File: config.mk
export PLATFORM = sky130hd
export DESIGN_NAME = alarm_sequencer
export DESIGN_NICKNAME = d
export VERILOG_FILES = /design/src/rtl/alarm_sequencer.sv
export SDC_FILE = /design/constraint.sdc
export NUM_CORES = 1
export LEC_CHECK = 0
export CAP_MARGIN = 20
export CORE_MARGIN = 2
export CORE_UTILIZATION = 30
export CTS_CLUSTER_DIAMETER = 200
export DETAILED_ROUTE_END_ITERATION = 8
export HOLD_SLACK_MARGIN = 0.02
export SLEW_MARGIN = 20
export SYNTH_ARGS = -nofsm -noshare
export SYNTH_HDL_FRONTEND = slang
export SYNTH_SLANG_ARGS = --single-unit
File: constraint.sdc
create_clock -name clk -period 2.65 [get_ports clk]
set_clock_uncertainty 0.05 [all_clocks]
set_input_delay 0.53 -clock clk [delete_from_list [all_inputs] [get_ports clk]]
set_output_delay 0.53 -clock clk [all_outputs]
set_load 0.01 [all_outputs]
File: src/rtl/alarm_sequencer.sv
// alarm_sequencer
//
// Sequences the alarm once the clock time matches the alarm time. Rings with
// a 1 s on / 1 s off beep and display-blink pattern, allows a bounded number
// of snoozes, times out on its own and then locks out re-triggering until
// the matching minute has passed.
//
// Ports:
//   clk         system clock
//   rst         asynchronous active-high reset
//   tick_1hz    one-cycle pulse once per second
//   tone        audio-rate square wave
//   alarm_en    alarm enable (level); low forces IDLE
//   match       high while clock hh:mm equals alarm hh:mm
//   snooze_btn  debounced snooze button (level)
//   stop_btn    debounced stop button (level)
//   beep        gated tone to the beeper
//   display_en  1 = display lit, 0 = blanked
//   ringing     state is RING
//   snoozing    state is SNOOZE
//
// state   | meaning
// --------+-----------------------------------------------------------
// IDLE    | waiting for alarm_en & match; snooze count cleared
// RING    | beeping/blinking, cnt counts elapsed seconds of this ring
// SNOOZE  | silent, cnt counts remaining snooze seconds
// LOCKOUT | rang or was stopped; wait for match to drop

module alarm_sequencer #(
    parameter int SNOOZE_SECONDS  = 540,
    parameter int TIMEOUT_SECONDS = 300,
    parameter int MAX_SNOOZE      = 3,
    parameter int COUNT_W         = 10
) (
    input  logic clk,
    input  logic rst,
    input  logic tick_1hz,
    input  logic tone,
    input  logic alarm_en,
    input  logic match,
    input  logic snooze_btn,
    input  logic stop_btn,
    output logic beep,
    output logic display_en,
    output logic ringing,
    output logic snoozing
);

    typedef enum logic [1:0] {
        S_IDLE    = 2'd0,
        S_RING    = 2'd1,
        S_SNOOZE  = 2'd2,
        S_LOCKOUT = 2'd3
    } state_t;

    localparam logic [COUNT_W-1:0] SNOOZE_LOAD  = COUNT_W'(SNOOZE_SECONDS);
    localparam logic [COUNT_W-1:0] TIMEOUT_LAST = COUNT_W'(TIMEOUT_SECONDS - 1);
    localparam logic [COUNT_W-1:0] CNT_ONE      = COUNT_W'(1);
    localparam logic [3:0]         SNOOZE_LIMIT = 4'(MAX_SNOOZE);

    state_t             state_q, state_d;
    logic [COUNT_W-1:0] cnt_q, cnt_d;
    logic [3:0]         snz_cnt_q, snz_cnt_d;
    logic               pattern_q, pattern_d;
    logic               snooze_btn_q, stop_btn_q;
    logic               snooze_rise, stop_rise;

    // Button copies reset high so a button held through reset never
    // looks like a fresh press.
    assign snooze_rise = snooze_btn & ~snooze_btn_q;
    assign stop_rise   = stop_btn & ~stop_btn_q;

    always_ff @(posedge clk or posedge rst) begin
        if (rst) begin
            state_q      <= S_IDLE;
            cnt_q        <= '0;
            snz_cnt_q    <= '0;
            pattern_q    <= 1'b0;
            snooze_btn_q <= 1'b1;
            stop_btn_q   <= 1'b1;
        end else begin
            state_q      <= state_d;
            cnt_q        <= cnt_d;
            snz_cnt_q    <= snz_cnt_d;
            pattern_q    <= pattern_d;
            snooze_btn_q <= snooze_btn;
            stop_btn_q   <= stop_btn;
        end
    end

    always_comb begin
        state_d   = state_q;
        cnt_d     = cnt_q;
        snz_cnt_d = snz_cnt_q;
        pattern_d = pattern_q;

        case (state_q)
            S_IDLE: begin
                snz_cnt_d = '0;
                if (alarm_en && match) begin
                    state_d   = S_RING;
                    cnt_d     = '0;
                    pattern_d = 1'b1;
                end
            end
            S_RING: begin
                // Buttons win over a same-cycle tick, so a snooze load is
                // never decremented in the cycle it is taken.
                if (stop_rise) begin
                    state_d = S_LOCKOUT;
                end else if (snooze_rise && (snz_cnt_q < SNOOZE_LIMIT)) begin
                    state_d   = S_SNOOZE;
                    cnt_d     = SNOOZE_LOAD;
                    snz_cnt_d = snz_cnt_q + 4'd1;
                end else if (tick_1hz) begin
                    if (cnt_q == TIMEOUT_LAST) begin
                        state_d = S_LOCKOUT;
                    end else begin
                        cnt_d     = cnt_q + CNT_ONE;
                        pattern_d = ~pattern_q;
                    end
                end
            end
            S_SNOOZE: begin
                if (stop_rise) begin
                    state_d = S_LOCKOUT;
                end else if (tick_1hz) begin
                    // <= 1 rather than == 1 keeps cnt from ever wrapping.
                    if (cnt_q <= CNT_ONE) begin
                        state_d   = S_RING;
                        cnt_d     = '0;
                        pattern_d = 1'b1;
                    end else begin
                        cnt_d = cnt_q - CNT_ONE;
                    end
                end
            end
            S_LOCKOUT: begin
                if (!match) begin
                    state_d = S_IDLE;
                end
            end
            default: begin
                state_d = S_IDLE;
            end
        endcase

        if (!alarm_en) begin
            state_d = S_IDLE;
        end
    end

    assign ringing    = (state_q == S_RING);
    assign snoozing   = (state_q == S_SNOOZE);
    assign beep       = ringing & pattern_q & tone;
    assign display_en = ~(ringing & ~pattern_q);

endmodule

==> run_1/m1.png <==
Drawn at 4 px/um. Supply wires on this layer in gray.
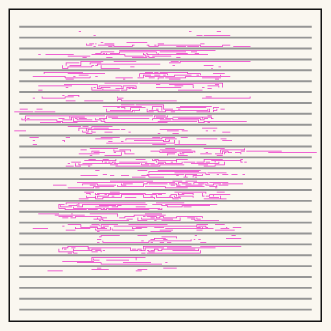
wire length on this layer = 2120 um
share of all routed wire = 52%

==> run_1/util_map.png <==
Drawn at 4 px/um. 8 x 8 tiles, from white (low) to dark blue (high), 0 to 100% covered.
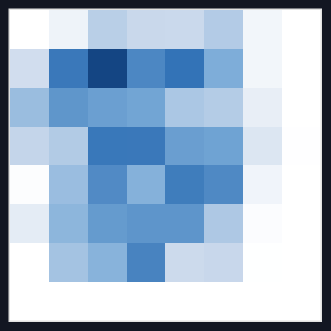
emptiest ninth of the die = south-east
fullest tile = 92%
nearly empty tiles = 31%

==> run_1/clock_wires.png <==
Drawn at 4 px/um.
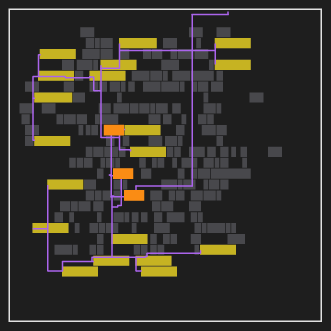
clock-net drivers -> orange  # count 3
flip-flops -> yellow  # count 19
clock wires -> purple  # length 316 um
routed clock nets = 4

==> run notes, run 1 <==
Status on the layout run. The run finished with clean final reports. Power spread over the standard cell area amounts to 780 nW/um^2. TritonCTS built the clock tree. Finished layout cell area landed at 1830 um^2. In the power breakdown, the biggest contributor is combinational cells. Number of endpoints with negative hold slack in the final report landed at 0. STA classifies the critical path startpoint as a flop. Once routing completed, OpenROAD measured the worst setup slack at 138 ps. Yosys synthesis warning count landed at 0. Looking at the clock tree report, the root buffer type is clkbuf_8. After global routing, the most crowded layer is met2. Clock share of power landed at 14.8%. The final layout report lists a non-clock inverter count of 12. The fraction of cell area in multi-input combinational cells is reported as 56.0%. Total clock network power landed at 211 uW. In this run, placement finished with an instance count of 265.

Gate count of the mapped netlist landed at 192. Overflow left after global routing landed at 0. For the finished layout, the period the worst path requires is 2510 ps.

STA lists the maximum fanout along the critical path as 6. The cell sequence reported for the critical path is inv_1, ha_1, and3_1, clkdlybuf4s50_1. Clock latency on the worst-skew pair, taken at its later pin, is 260 ps. Clock distribution area overhead in the final layout landed at 2.53%. Maximum resistive drop on vdd landed at 0.262 mV.

In the global route stage, overall resource usage came out at 13.9%. Total of clock buffers placed in the layout landed at 3.
[run 1: cell usage after synthesis (3+ instances only)]
cell / n / share of area [%]
nand4_1: 3 / 1.2
inv_1: 12 / 2.8
a21oi_1: 9 / 2.8
dfrtp_1: 17 / 26
o21ai_0: 12 / 3.7
nand2_1: 15 / 3.5
nor4_1: 4 / 1.5
nand2b_1: 3 / 1.2
ha_1: 9 / 6.9
mux2_2: 3 / 2.1
and3_1: 4 / 1.5
and2_1: 3 / 1.2
nor2_1: 12 / 2.8
nand3_1: 6 / 1.8
o21ai_1: 3 / 0.92
nor3_1: 8 / 2.5
a31oi_1: 4 / 1.5
buf_2: 8 / 2.5
a22o_1: 3 / 1.6
xnor2_1: 4 / 2.2
[run 1: per-layer routing]
layer	wire length, um	part of all wire (%)
met1	2120	52
met2	1760	43
met3	116	2.9
met4	59	1.5
met5	0	0
[run 1: logic make-up after synthesis]
| logic type | Yosys count | share of synthesized area [%] |
|---|---|---|
| XOR/XNOR | 5 | 2.69 |
| multiplexers | 3 | 2.08 |
| adder cells (fa/ha/maj) | 9 | 6.92 |
| flip-flops | 19 | 29.4 |
| AND/OR/NAND/NOR | 72 | 24.3 |
| AND-OR/OR-AND | 59 | 27.1 |
| buffers and inverters | 25 | 7.54 |
[run 1: worst paths after layout]
check | to | slack (ps) | cells past startpoint
setup / recovery | beep | 140 | 4
setup reg to reg | pattern_q | 340 | 8
max in group asynchronous | cnt_q[1] | 1400 | 2
hold / removal | snz_cnt_q[2] | 460 | 1
hold reg to reg | snz_cnt_q[2] | 460 | 1
min in group asynchronous | state_q[0] | 660 | 2
[run 1: flip-flops by register name, summed over array words and instances, names as in the netlist]
name          cells
cnt_q            10
pattern_q         1
snooze_btn_q      1
snz_cnt_q         4
state_q           2
stop_btn_q        1
==> run_1/clock_nets.png <==
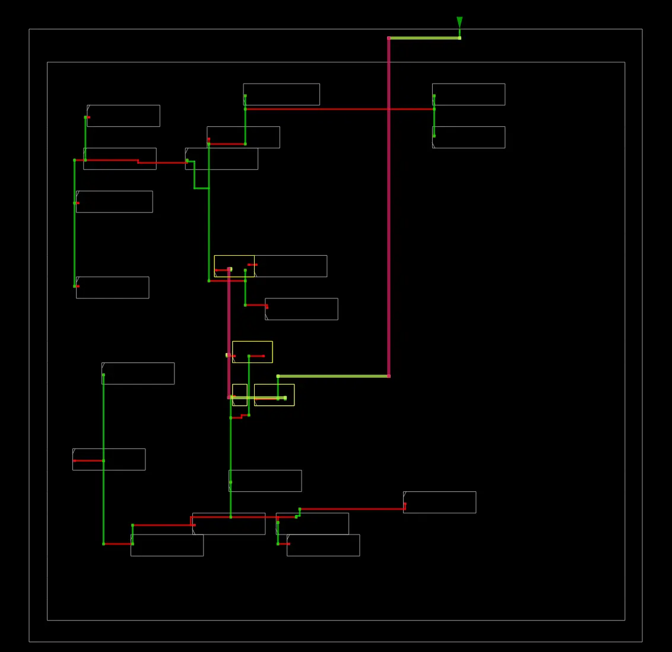

--- run 2 (diff from run 1) ---
==> constraint.sdc (replaced) <==
create_clock -name clk -period 2.9 [get_ports clk]
set_clock_uncertainty 0.05 [all_clocks]
set_input_delay 0.58 -clock clk [delete_from_list [all_inputs] [get_ports clk]]
set_output_delay 0.58 -clock clk [all_outputs]
set_load 0.01 [all_outputs]
==> run_2/clock_nets.png <==
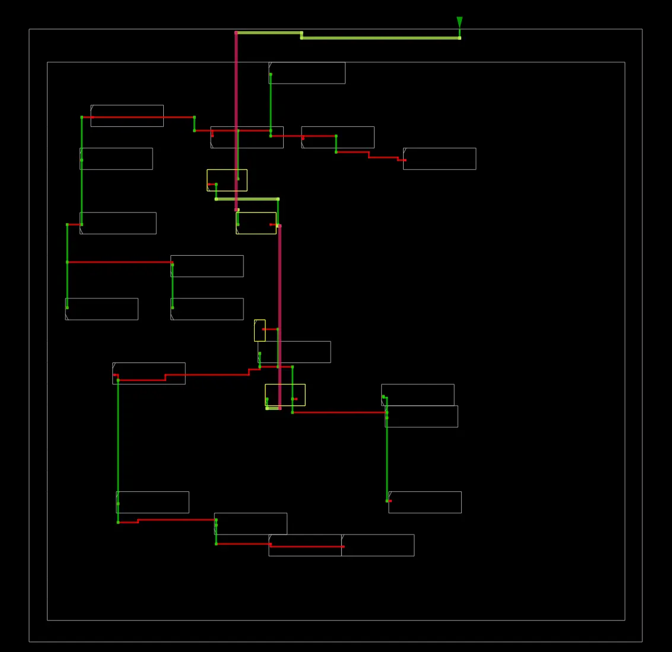
total CTS buffers: 3
CTS sink cnt: 19

==> run 2 against run 1 <==
Net effect:
- count of clock-buffer cells in the layout is 1 higher
- register-to-register slack better by 230 ps
- first-iteration DRC count is 1.4% higher
- final cell count is 0.74% lower
- die size stayed put
- routed wire length is 0.72% lower
- critical path type unchanged
- critical endpoint is now display_en
- largest power group unchanged
==> run notes, run 2 <==
Status on the layout run. The run finished with clean final reports. The detailed router used layers up to and including met4. The critical path ends at display_en. The share of the synthesized area in the top cell type is 26.2% (unchanged). The synthesis report lists the most area-consuming cells as dfrtp_1 (26%), ha_1 (6.9%), o21ai_0 (3.7%).

Setup repair after global routing left no endpoint under its margin. The total routed wire length on the met1 layer was 2060 um (-2.8%). The setup slack of the most critical reg-to-reg path came to 570 ps (+230 ps). Largest driver fanout on the critical path landed at 18 (+12).

For the finished layout, the period the worst path requires is 2580 ps. The global-route usage over all layers was 14.2% (+0.28 points). The wire length on met3 is 162 um (+40%). Flip-flop count of the largest register after layout landed at 10 (unchanged). Post-cts gate resize count landed at 0.

The worst register-to-register path begins at state_q[1]. Using the TritonRoute via totals, the vias-per-cell ratio works out to 5.53. The power density relative to cell area is 714 nW/um^2 (-8.4%). Length in cells of the worst reg-to-reg path landed at 7 (-1). The cell type that accounts for the most area after synthesis is dfrtp_1. The worst setup path is captured at a primary output. The latest clock arrival within the worst-skew pair came to 260 ps (about the same).

By count the netlist is led by dfrtp_1 (17), nand2_1 (15), inv_1 (12), nor2_1 (12), o21ai_0 (12). Maximum number of pins on one net before global-route repair landed at 20. Total number of placement rows landed at 26. Met2 routed wirelength landed at 1760 um (unchanged). Post-cts hold-fix buffer tally landed at 0. Overflow left after global routing landed at 0 (unchanged). Ranked by flip-flop count, first place goes to cnt_q. Global-route wire length before repair landed at 6880 um.

Among all cell types in the netlist, the one instantiated most often is dfrtp_1. The cell sitting at the root of the clock tree is a clkbuf_8. Number of endpoints with negative hold slack in the final report landed at 0 (unchanged). The yosys synthesis warning count was 0 (unchanged). TritonCTS built the clock tree. Finished layout cell area landed at 1810 um^2 (-0.89%).

Timing-limited maximum frequency landed at 387 MHz. In this run the critical register-to-register path is captured at state_q[1]. Cell depth of the worst min-delay path landed at 1 (unchanged). The final critical-path setup slack was 318 ps (+180 ps). Count of TritonRoute iterations in the first routing pass landed at 4. Endpoints with negative setup slack in the final report add up to 0.
==> run_2/m1.png <==
Drawn at 4 px/um. Supply wires on this layer in gray.
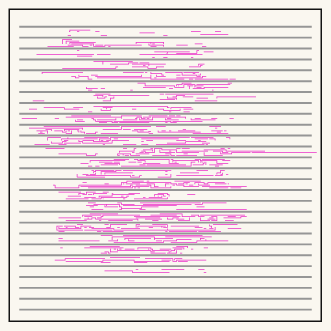
longest straight run = 25.3 um
wire length on this layer = 2060 um
met1 Use GR: 21.2%
Post-Route WL: 4030 um
vias post-DR: 1477

==> run 2: layer usage <==
layer	track usage [%]	up-vias
met5	0	-
met4	3.75	0
met3	2.09	4
met2	21.1	36
met1	21.2	714
li1	-	723
==> run 2: cell families after synthesis <==
family | share of synthesized area (%)
and+or+nand+nor | 24.3
AOI/OAI and AO/OA | 27.1
DFF | 29.4
buffers and inverters | 7.54
adders and majority gates | 6.92
muxes | 2.08
xor gates and xnor gates | 2.69
==> run 2: worst min path at each step <==
stage | startpoint | endpoint | slack [ps]
6_report | pattern_q | pattern_q | 460
5_1_grt | snz_cnt_q[3] | snz_cnt_q[3] | 490
4_1_cts | pattern_q | pattern_q | 460
3_5_place_dp | pattern_q | pattern_q | 440
3_3_place_gp | snz_cnt_q[2] | snz_cnt_q[2] | 440
2_1_floorplan | pattern_q | pattern_q | 410
==> run 2: power breakdown <==
| part | total (mW) | switching, mW | internal (mW) |
|---|---|---|---|
| registers | 0.381 | 0.0775 | 0.304 |
| logic | 0.720 | 0.425 | 0.295 |
| clock network | 0.194 | 0.0962 | 0.0980 |
==> run 2: metrics by stage <==
step	power [mW]	util [%]	std cells
after floorplan	0.922	-	192
after global placement	1.10	34.2	263
after detailed placement	1.10	34.2	263
after CTS	1.30	35.1	267
after global routing	1.40	35.1	267
final	1.30	35.1	267
==> run 2: worst max-delay path, cell delays in order, from the launching register on <==
cell and delay, ps:
dfrtp_1 420, inv_1 150, ha_1 280, buf_4 270, nand2b_1 80, clkdlybuf4s50_1 480
==> run 2: area by class of cell <==
class	count	area (um^2)
Clock buffer	4	45.0
Fill cell	537	3360
Inverter	12	45.0
Multi-Input combinational cell	148	1030
Sequential cell	19	478
Tap cell	70	87.6
Timing Repair Buffer	14	133
Power is estimated from default activity; no workload was simulated.
